Figure 1. Gate-type map.
Bar = 20 um.
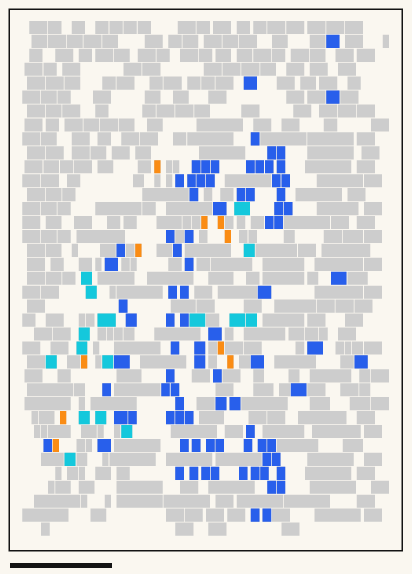
Figure 2. Pin placement.
Pins as bars across the die edge, other pins in grey.
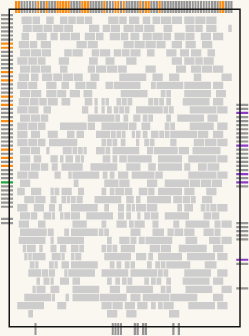
Figure 3. Register map, names as in the netlist.
Other cells in grey.
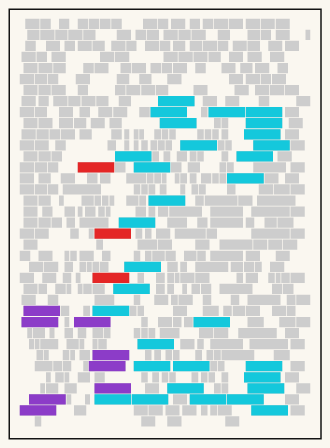
Design id_issue_scoreboard, sky130hd; sources not shown.
==> metrics.csv <==
metric;value;unit
vias per cell;6.13;
Worst Hold Class;reg2reg;
most numerous cell on the critical path;nor3_1;
Largest cells by area;dfrtp_1, o21ai_0, a22o_1;
critical path peak fanout;9;
syn nets;433;
Slew @ Worst Pin;0.988;ns
post-synthesis register bit count;42;
setup total negative slack;0;ns
Top cells excl fill/tap;clkdlybuf4s50_1, o21ai_0, dfrtp_1, buf_4, a22o_1;
Yosys Chip Area;3230;um2
ys cells;333;
Routed WL;11600;um
pins over their slew limit;0;
antenna violations before repair;0;
met1 GRT Util;0.365;
Post-DP HPWL;9260;um
design area;4930;um2
first-pass GRT wire length;18300;um
Ant. Diodes;0;
adder share;0.0139;
Logic family by area;AND-OR/OR-AND gates;
Seq/Total Area, Yosys;0.325;
grt total ovfl;0;
Nets;588;
Worst Slack Setup Final;1.13;ns
Critical Path Source Type;input pin;
clock buffer depth;2;
H-tree depth;2;
DRT iter0 DRCs;375;
Final Cycle Share;0.836;
MUX area fraction;0.181;
drt pass-1 iters;5;
CP cell instances;clkdlybuf4s50_1 -> mux4_1 -> mux2_2 -> o221ai_1 -> nor3_1 -> nor3_1 -> nand2_1 -> a21bo_2 -> buf_4;
Post-Place Cell Area;4840;um2
Worst Setup Path Type;in2out;
fraction of final layout cells sized beyond drive strength 1;0.164;
CP endpoint kind;output pin;
routability cong.;0.902;
top area contributor share;0.325;
grt met2 use;0.495;
die boundary width;76.4;um
Fmax;173;MHz
CP Depth;9;
combinational power share;0.510;
total track usage;0.284;
max FFs per register;31;
Layout area overhead;52.5;%
leakage power;0.00207;uW
CTS resizes;0;
Critical Path AT;4.39;ns
Commonest flop;dfrtp_1;
VDD IR max;0.120;mV
setup violators final;0;
CTS buffer count;5;
largest area contributor in the synthesized netlist;dfrtp_1;
P_sw;460;uW
Post-route DRC;0;
pin count of the biggest net entering global routing;26;
clock-pin slew on the worst setup and hold paths;0.09;ns
critical path's top delay family;buffers and inverters;
synthesized area per cell;9.71;um2
most frequent cell after synthesis;o21ai_0;
Sw Ratio;0.477;
hold slack;0.589;ns
CTS tree;done;
WP buf/inv;2;
Core ar.;7220;um2
Worst Hold Depth;2;
Reg power frac;0.318;
pre-CTS WS;1.18;ns
IO Pins;169;
comb pwr;493;uW
GRT busiest layer;met2;
yosys aoi share;0.261;
DR WL/cell;19.8;um
Rows;37;
vias in the first global route;3484;
Gate Area;2040;um2
areal power density over the cells;196;nW/um2
tool warnings;27;
Insertion Delay late pin;0.30;ns
DR vias;3594;
Fillers;610;
Setup Skew;0.0105;ns
Yosys cell types;54;
Pwr top;combinational cells;
xor+xnor area frac;0.0163;
Final ANT Viol Nets;0;
RSZ-0062 raised after global routing;no;
total die area;8060;um2
Final Hold Viols;0;
r2r setup slk;2.98;ns
fin crit period;5.77;ns
worst r2r path cells;10;
Simple Share, Synth;0.157;
relative slew slack;0.339;
top cells by instance count after synthesis;o21ai_0, dfrtp_1, a22o_1, nand2_1, nand3_1;
clk pwr;166;uW
Floorplan Utilization;0.448;
Max-cap violations;0;
# hold bufs at CTS;0;
slowest cell on the critical path;clkdlybuf4s50_1;
async set-reset flop share out of synthesis;1.00;
crit-path max cell delay;0.74;ns
count of library flops with an enable pin;0;
clock sink count;42;
Root Driver;clkbuf_8;
clock share of power;0.172;
Synth warnings;0;
Syn Inst Count;333;
CP required;5.52;ns
Mapped Area;3230;um2
met3 GRT Util;0.0471;
Internal;506;uW
status;finished clean;
Post CTS Setup Buffer Count;0;
## Picture notes: Figure 1
Blue marks inverting AOI/OAI gates, cells 88, most used o21ai_0. Cyan marks AND and OR gates, cells 16, most used or3_1. Orange marks inverters, cells 10, most used inv_1.
Top cell excl fill/tap: clkdlybuf4s50_1
combinational share of cell area: 0.413
fin cells: 586

## Picture notes: Figure 2
Orange marks writeData, pins 32, direction output, edge 22 top, 10 left. Green marks isLong, pins 1, direction input, edge left. Purple marks srcB, pins 5, direction input, edge right.
All pins by edge: 79 top, 50 left, 29 right, 11 bottom.
Die H: 105 um
Buffers on Ports: 167

## Picture notes: Figure 3
Cyan marks busyVec, placed flops 31. Purple marks uArbiter.starveCnt_q, placed flops 8, where bottom left. Red marks mduOut_q, placed flops 3.
P_seq: 307 uW
fin util: 0.683
Seq. cell area: 1050 um2
flop share of the area: 0.213

==> layout make-up <==
| type | count | share of cell area |
|---|---|---|
| Multi-Input combinational cell | 259 | 0.413 |
| Timing Repair Buffer | 170 | 0.323 |
| Sequential cell | 42 | 0.213 |
| Tap cell | 97 | 0.0246 |
| Clock buffer | 5 | 0.0140 |
| Inverter | 10 | 0.00761 |
| Clock inverter | 3 | 0.00482 |
==> metal layers <==
metal / share of wire / up-vias
li1: - / 1606
met1: 0.38 / 1732
met2: 0.51 / 230
met3: 0.082 / 26
met4: 0.024 / 0
met5: 0 / -
==> per-stage QoR <==
step,total power (uW),cells
CTS,965,586
global placement,797,578
detailed placement,803,578
floorplan,648,333
finish,966,586
global route,1010,586
Power is estimated from default activity; no workload was simulated.
